### config.mk
export PLATFORM = sky130hd
export DESIGN_NAME = fifo_pkt_writer
export DESIGN_NICKNAME = d
export VERILOG_FILES = /design/src/rtl/fifo_pkt_writer.sv
export SDC_FILE = /design/constraint.sdc
export NUM_CORES = 1
export LEC_CHECK = 0
export CAP_MARGIN = 20
export CELL_PAD_IN_SITES_DETAIL_PLACEMENT = 1
export CELL_PAD_IN_SITES_GLOBAL_PLACEMENT = 1
export CORE_UTILIZATION = 33
export CTS_BUF_LIST = sky130_fd_sc_hd__clkbuf_4 sky130_fd_sc_hd__clkbuf_8 sky130_fd_sc_hd__clkbuf_16
export DETAILED_ROUTE_END_ITERATION = 7
export PLACE_DENSITY_LB_ADDON = 0.1
export SLEW_MARGIN = 20
export SYNTH_ARGS = -nofsm -noshare
export SYNTH_HDL_FRONTEND = slang
export SYNTH_SLANG_ARGS = --single-unit
### constraint.sdc
create_clock -name wr_clk -period 1.9 [get_ports wr_clk]
set_clock_uncertainty 0.05 [all_clocks]
set_input_delay 0.57 -clock wr_clk [delete_from_list [all_inputs] [get_ports wr_clk]]
set_output_delay 0.57 -clock wr_clk [all_outputs]
set_load 0.01 [all_outputs]
### src/rtl/fifo_pkt_writer.sv
// Write-side packet framer for the async FIFO: header {tag, seq}, payload beats, trailer with beat count.
// Optional statistics outputs (pkt_cnt, stall_cnt) are enabled by defining FIFO_PKT_WR_STATS_EN.
module fifo_pkt_writer #(
    parameter int DATA_WIDTH = 8,
    parameter int SEQ_WIDTH  = 4,
    parameter logic [DATA_WIDTH-SEQ_WIDTH-1:0] HDR_TAG = 4'hA
) (
    input  logic                  wr_clk,
    input  logic                  rst,
    input  logic                  s_valid,
    output logic                  s_ready,
    input  logic [DATA_WIDTH-1:0] s_data,
    input  logic                  s_last,
    input  logic                  fifo_full,
    output logic                  fifo_wr_en,
    output logic [DATA_WIDTH-1:0] fifo_data,
    output logic                  busy
`ifdef FIFO_PKT_WR_STATS_EN
    ,
    output logic [15:0]           pkt_cnt,
    output logic [15:0]           stall_cnt
`endif
);

    typedef enum logic [1:0] {
        IDLE = 2'd0,
        DATA = 2'd1,
        TRL  = 2'd2
    } state_t;

    localparam logic [DATA_WIDTH-1:0] LEN_MAX = {DATA_WIDTH{1'b1}};
    localparam logic [DATA_WIDTH-1:0] LEN_ONE = {{(DATA_WIDTH-1){1'b0}}, 1'b1};
    localparam logic [SEQ_WIDTH-1:0]  SEQ_ONE = {{(SEQ_WIDTH-1){1'b0}}, 1'b1};

    state_t                state_q, state_d;
    logic [SEQ_WIDTH-1:0]  seq_q, seq_d;
    logic [DATA_WIDTH-1:0] len_q, len_d;

    // Next-state and write-port decode; rst gates the write strobe while held.
    always_comb begin
        state_d    = state_q;
        seq_d      = seq_q;
        len_d      = len_q;
        s_ready    = 1'b0;
        fifo_wr_en = 1'b0;
        fifo_data  = {HDR_TAG, seq_q};
        case (state_q)
            IDLE: begin
                fifo_wr_en = s_valid && !fifo_full && !rst;
                if (fifo_wr_en) begin
                    len_d   = {DATA_WIDTH{1'b0}};
                    state_d = DATA;
                end else begin
                    state_d = IDLE;
                end
            end
            DATA: begin
                s_ready    = !fifo_full && !rst;
                fifo_data  = s_data;
                fifo_wr_en = s_valid && s_ready;
                if (fifo_wr_en) begin
                    if (len_q != LEN_MAX) begin
                        len_d = len_q + LEN_ONE;
                    end else begin
                        len_d = len_q;
                    end
                    if (s_last) begin
                        state_d = TRL;
                    end else begin
                        state_d = DATA;
                    end
                end else begin
                    state_d = DATA;
                end
            end
            TRL: begin
                fifo_data  = len_q;
                fifo_wr_en = !fifo_full && !rst;
                if (fifo_wr_en) begin
                    seq_d   = seq_q + SEQ_ONE;
                    state_d = IDLE;
                end else begin
                    state_d = TRL;
                end
            end
            default: begin
                state_d = IDLE;
            end
        endcase
    end

    // Framer state registers.
    always_ff @(posedge wr_clk or posedge rst) begin
        if (rst) begin
            state_q <= IDLE;
            seq_q   <= {SEQ_WIDTH{1'b0}};
            len_q   <= {DATA_WIDTH{1'b0}};
        end else begin
            state_q <= state_d;
            seq_q   <= seq_d;
            len_q   <= len_d;
        end
    end

    assign busy = (state_q != IDLE);

`ifdef FIFO_PKT_WR_STATS_EN
    logic        pending_s;
    logic [15:0] pkt_cnt_q, pkt_cnt_d;
    logic [15:0] stall_cnt_q, stall_cnt_d;

    // A write is pending in TRL unconditionally, elsewhere only with s_valid.
    always_comb begin
        pending_s   = 1'b0;
        pkt_cnt_d   = pkt_cnt_q;
        stall_cnt_d = stall_cnt_q;
        case (state_q)
            IDLE:    pending_s = s_valid;
            DATA:    pending_s = s_valid;
            TRL:     pending_s = 1'b1;
            default: pending_s = 1'b0;
        endcase
        if ((state_q == TRL) && fifo_wr_en) begin
            pkt_cnt_d = pkt_cnt_q + 16'd1;
        end else begin
            pkt_cnt_d = pkt_cnt_q;
        end
        if (pending_s && fifo_full) begin
            stall_cnt_d = stall_cnt_q + 16'd1;
        end else begin
            stall_cnt_d = stall_cnt_q;
        end
    end

    // Statistics counters, wrapping at 16 bits.
    always_ff @(posedge wr_clk or posedge rst) begin
        if (rst) begin
            pkt_cnt_q   <= 16'd0;
            stall_cnt_q <= 16'd0;
        end else begin
            pkt_cnt_q   <= pkt_cnt_d;
            stall_cnt_q <= stall_cnt_d;
        end
    end

    assign pkt_cnt   = pkt_cnt_q;
    assign stall_cnt = stall_cnt_q;
`endif

endmodule

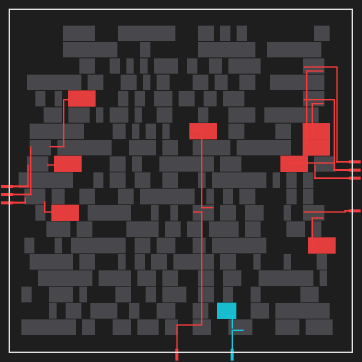
Run 1: port wiring
Scale: 6 px per um.
colour	port	direction	edge	end cells	buffers	wire
cyan	s_ready	output	bottom	1	1	8.00 um
red	s_data	input	4 right, 3 left, 1 bottom	8	8	175 um
I/O Pins: 24
I/O Buffers: 23

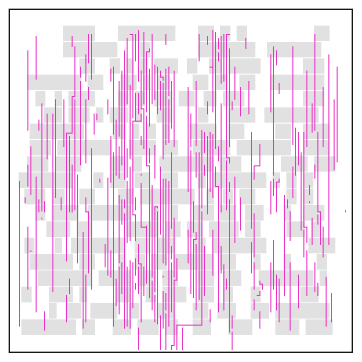
Run 1: met2 routing
Scale: 6 px per um.
share of all routed wire	57%
nets with wire on the layer	162
longest straight run	31.6 um
wire length on this layer	1980 um
main direction	vertical
Routed Wire Length: 3490 um
via count of the routed design: 1056
met2 Usage GRT: 41.0%

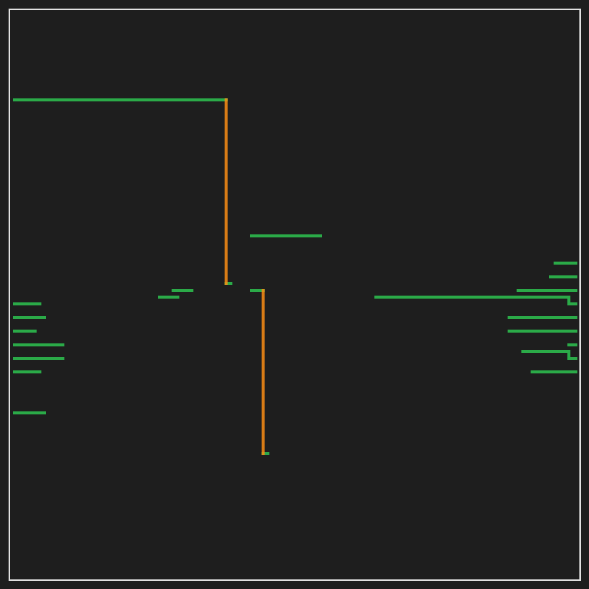
Run 1: metal layers overlaid
Scale: 10 px per um. Two of the layers only.
colour	layer	wire length
green	M3	112 um
orange	M4	34.7 um
Avg WL per Cell: 17.9 um
Total GRT Usage: 21.8%

==> qor.csv, run 1 <==
stage;metric;value;unit
clock_network;Worst-path clk slew;0.10;ns
die;Die ar.;3240;um2
timing;Setup Viol. Count Final;16;
final_layout;Post-Layout Cell Count;195;
timing;fmax;0.466;GHz
pwr;Logic pwr share;67.6;%
critical_path;Setup CP Type;flip-flop to output port;
die;Die X;56.9;um
global_routing;gr busiest metal;met2;
yosys;Chip Area, Yosys;996;um2
timing;fin worst setup slack;-0.246;ns
timing;max_slew headroom;80.2;%
yosys;register share after synthesis;35.2;%
place;routability cong.;0.751;
timing;cycle use final;113;%
pwr;Pint;1.31;mW
clock_network;cts bufs inserted;3;
detailed_routing;uppermost layer routed;met4;
pwr;power per cell area;1330;nW/um2
place;HPWL Detailed;2420;um
place;post-place instance area;1470;um2
detailed_routing;ANT nets after route;0;
die;Die Y;56.9;um
clock_network;Sink Count;14;
die;row cnt;19;
yosys;top cells by count;dfrtp_1, nor2_1, a22oi_1, nand3_1;
pwr;Comb group;1.50;mW
final_layout;non-clk buf share;30.6;%
critical_path;Crit Path Max Fanout;8;
global_routing;antenna violations before repair;0;
run_status;status;finished, violations left;
detailed_routing;DRT iter0 DRCs;18;
run_status;failing checks;design-rule violations, negative setup slack;
final_layout;Diodes inserted;0;
yosys;Synth flops;14;
timing;Setup TNS;-2.48;ns
yosys;Main synth FF type;dfrtp_1;
critical_path;startpoint types;flip-flop;
place;post-placement cell count;184;
clock_network;CTS tree;done;
detailed_routing;DR DRC count;4;
yosys;Synth Net Count;126;
pwr;Static Leak;0.765;nW
critical_path;crit path DRT;1.28;ns
detailed_routing;vias per cell;5.42;
pwr;Design Power;2.23;mW
## run 1: flip-flops by register name, indices dropped and copies added, names as in the netlist
register	flops
len_q	8
seq_q	4
state_q	2
## run 1: placed cells by master (no fill, tap or decap), types with 3 or more instances in the layout
cell type	n
inv_1	3
buf_4	29
clkdlybuf4s50_1	9
a21oi_2	3
nand3_1	8
buf_2	10
ha_4	3
a21oi_1	4
o21ai_0	3
nand2_1	7
a22oi_2	8
ha_1	3
dlygate4sd2_1	3
buf_6	3
clkbuf_4	3
nor2_1	10
dfrtp_1	14
## run 1: worst paths after layout
path	start	to	slack [ns]	depth (start not counted)
max in group asynchronous	rst	len_q[1]	1.06	4
worst max register to register	state_q[0]	len_q[0]	-0.06	8
worst min-delay path	rst	state_q[0]	0.44	3
worst max-delay path	state_q[1]	fifo_data[1]	-0.25	6
min in group wr_clk	seq_q[3]	seq_q[3]	0.44	1
worst min register to register	seq_q[3]	seq_q[3]	0.44	1
## run 1: repair_timing
| action | CTS | global route |
|---|---|---|
| endpoints found under the hold margin | 0 | 0 |
| pin swaps | 11 | 10 |
| buffers inserted | 3 | 4 |
| hold buffers | 0 | 0 |
| cloned | 0 | 1 |
| gates resized | 69 | 14 |
| setup endpoints to repair | 17 | 18 |
## run 1: cell families after synthesis
group / Yosys count / synth area share [%]
AND/OR/NAND/NOR: 39 / 21.4
adder cells (fa/ha/maj): 6 / 7.54
flip-flops: 14 / 35.2
AND-OR/OR-AND: 31 / 24.0
multiplexers: 3 / 3.64
XOR/XNOR: 3 / 2.64
buffers and inverters: 11 / 5.65
## run 1: critical path: stages (launching register included)
cell and delay, ns:
dfrtp_1 0.40, buf_4 0.15, ha_4 0.16, buf_8 0.14
a22oi_2 0.17, a21oi_2 0.06, buf_2 0.14
Run 1, the clock network:
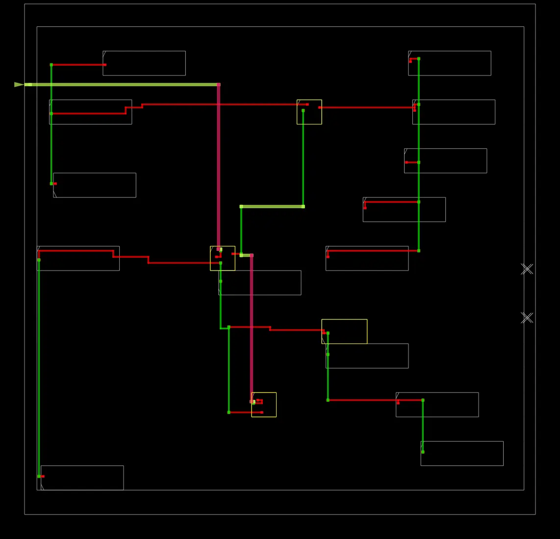

==> run 2, diff against run 1 <==
--- a/config.mk
+++ b/config.mk
@@ -11,6 +11,8 @@
 export CORE_UTILIZATION = 33
 export CTS_BUF_LIST = sky130_fd_sc_hd__clkbuf_4 sky130_fd_sc_hd__clkbuf_8 sky130_fd_sc_hd__clkbuf_16
 export DETAILED_ROUTE_END_ITERATION = 7
+export GPL_ROUTABILITY_DRIVEN = 0
+export GPL_TIMING_DRIVEN = 0
 export PLACE_DENSITY_LB_ADDON = 0.1
 export SLEW_MARGIN = 20
 export SYNTH_ARGS = -nofsm -noshare
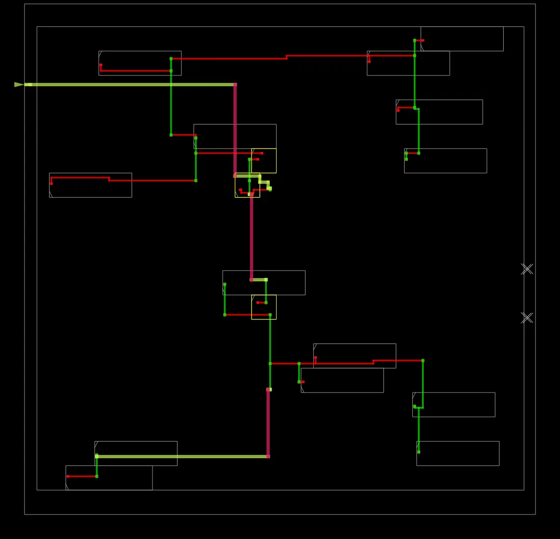
Run 2: the clock network
Worst-Skew Late Latency: 0.28 ns
cts bufs inserted: 3
Layout clock buffers: 3

==> qor.csv, run 2 <==
stage;metric;value;unit
yosys;Synth flops;14;
detailed_routing;Routed Wire Length;3290;um
critical_path;crit path DRT;1.28;ns
clock_network;CTS Buffer Depth;2;
yosys;FFs w/ async S/R, synth;100;%
timing;Setup Viol. Count Final;14;
timing;max-slew violations;0;
critical_path;cell family with most CP delay;flip-flops;
place;post-place instance area;1280;um2
clock_network;# H-tree levels;1;
critical_path;crit-path cells;ha_4 > clkbuf_16 > buf_12 > a22oi_2 > a21oi_2 > buf_2;
place;HPWL Detailed;2050;um
detailed_routing;vias per cell;5.72;
final_layout;ratio of cells with drive above 1 in the final layout;44.1;%
pwr;Static Leak;0.646;nW
die;row cnt;19;
yosys;Post-Synthesis Cell Area;996;um2
die;I/O Pins;24;
pwr;Design Power;1.96;mW
place;post-placement cell count;161;
detailed_routing;via count of the routed design;1006;
yosys;Post-synth EDFFs;0;
yosys;Top cells by area;dfrtp_1, ha_1, a22oi_1;
global_routing;first-pass GRT wire length;5370;um
run_status;failing checks;design-rule violations, negative setup slack;
yosys;yosys cell count;107;
final_layout;finished layout cell area;1490;um2
timing;RSZ-0062 raised after global routing;yes;
place;pre-CTS setup slack;-1.02;ns
timing;Fin. Hold Viols;0;
timing;Setup TNS;-2.35;ns
clock_network;setup repair bufs after CTS;8;
yosys;top cells by count;dfrtp_1, nor2_1, a22oi_1, nand3_1;
global_routing;pin count of the biggest net entering global routing;15;
final_layout;max reg flops;8;
final_layout;most frequent cells in the layout;buf_2, dfrtp_1, nor2_1, buf_4, clkdlybuf4s50_1;
run;total tool warning count;31;
clock_network;CTS Root Cell;clkbuf_4;
timing;Tmin final;2.17;ns
final_layout;Largest Register;len_q;
critical_path;startpoint types;flip-flop;
critical_path;slowest CP cell;dfrtp_2;
timing;worst hold slack;0.362;ns
die;Die X;56.9;um
detailed_routing;DRT iter0 DRCs;39;
clock_network;Sink Count;14;
critical_path;crit-path max cell delay;0.46;ns
global_routing;antenna violations before repair;0;
critical_path;Worst Path Buf+Inv;3;
clock_network;hold buffer count at CTS;0;
die;Die Y;56.9;um
run;Max Cap Violations;0;
final_layout;final design utilization;53.1;%
final_layout;Regs by FF count;len_q: 8 flops, seq_q: 4 flops, state_q: 2 flops;
detailed_routing;Avg WL per Cell;18.7;um
pwr;VDD IR-drop max;0.000626;V
critical_path;Crit Path Max Fanout;7;
timing;cycle use final;114;%
yosys;register share after synthesis;35.2;%
pwr;power per cell area;1310;nW/um2
final_layout;Post-Layout Cell Count;176;
place;I/O Buffers;23;
clock_network;CTS tree;done;
yosys;Synth Instances;107;
timing;fin worst setup slack;-0.274;ns
yosys;Main synth FF type;dfrtp_1;
final_layout;area growth from synthesis to layout;49.6;%
timing;max_slew headroom;60.5;%
timing;Worst Max-Slew Pin Slew;0.592;ns
yosys;Chip Area, Yosys;996;um2
run_status;status;finished, violations left;
yosys;Mean Syn Cell Area;9.31;um2
critical_path;Setup CP Type;flip-flop to output port;
clock_network;CTS resizes;84;
clock_network;Worst-path clk slew;0.10;ns
yosys;Synth Net Count;126;
timing;fmax;0.460;GHz
global_routing;vias in the first global route;1088;
detailed_routing;DR DRC count;4;
global_routing;Total GRT Usage;21.8;%
die;Die ar.;3240;um2
final_layout;Diodes inserted;0;
yosys;area leader, netlist;dfrtp_1;
detailed_routing;ANT nets after route;0;
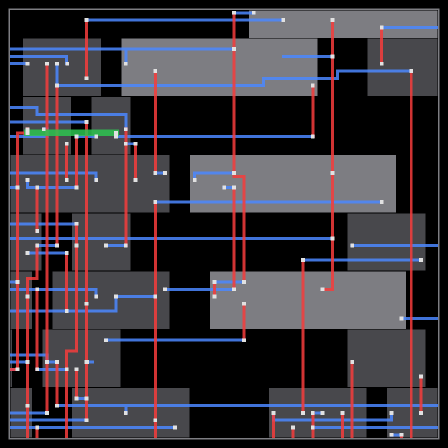
Run 2: close-up of the layout
Window x 33 to 53, y 33 to 53 um. Cells in grey, sequential cells in the stronger grey; small squares are vias.
colour	layer
red	M2
blue	M1
green	M3
cells with their middle in the window	17
sequential cells in the window	3
netlist names of flops here include	len_q (3)

## run 2: cell count changes in the layout (fill, tap and decap cells not counted), sizes merged
cell,delta
buf,-18
dlygate4sd2,-3
clkbuf,+1
clkdlybuf4s15,+1
## run 2: worst paths after layout
check                      cells after the start            to  slack, ns  startpoint
min in group wr_clk                            1      seq_q[3]       0.43    seq_q[3]
hold / removal                                 2      len_q[1]       0.36         rst
hold reg to reg                                1      seq_q[3]       0.43    seq_q[3]
setup reg to reg                               9      len_q[0]      -0.03  state_q[1]
max in group asynchronous                      2    state_q[0]       1.02         rst
setup / recovery                               6  fifo_data[0]      -0.27  state_q[0]
## run 2: power breakdown
group          total (mW)  switching, mW  internal (mW)
combinational        1.24          0.596          0.645
clock               0.180          0.107         0.0735
sequential          0.534          0.143          0.391
total                1.96          0.846           1.11
## run 2: cell type report
cell class,count,area [um2]
sequential,14,353
buffer,6,97.6
fill,330,1320
clock buffer,3,22.5
inverter,5,21.3
timing repair buffer,35,263
multi-input combinational,82,694
tap,31,38.8
## run 2: cell families (layout without fill, tap and decap cells)
family                     Yosys count  in the layout  share of synthesized area (%)
DFF                                 14             14                           35.2
and+or+nand+nor                     39             39                           21.4
xor gates and xnor gates             3              3                           2.64
muxes                                3              3                           3.64
adders and majority gates            6              6                           7.54
AOI/OAI and AO/OA                   31             31                           24.0
buffers and inverters               11             49                           5.65
## run 2: per-layer routing
| layer | wire (um) | GRT usage (%) |
|---|---|---|
| met5 | 0 | 0 |
| met4 | 37 | 6.62 |
| met3 | 144 | 3.17 |
| met2 | 1610 | 36.6 |
| met1 | 1500 | 29.1 |
Power figures rest on the tool's default switching activity, not on a simulated workload.
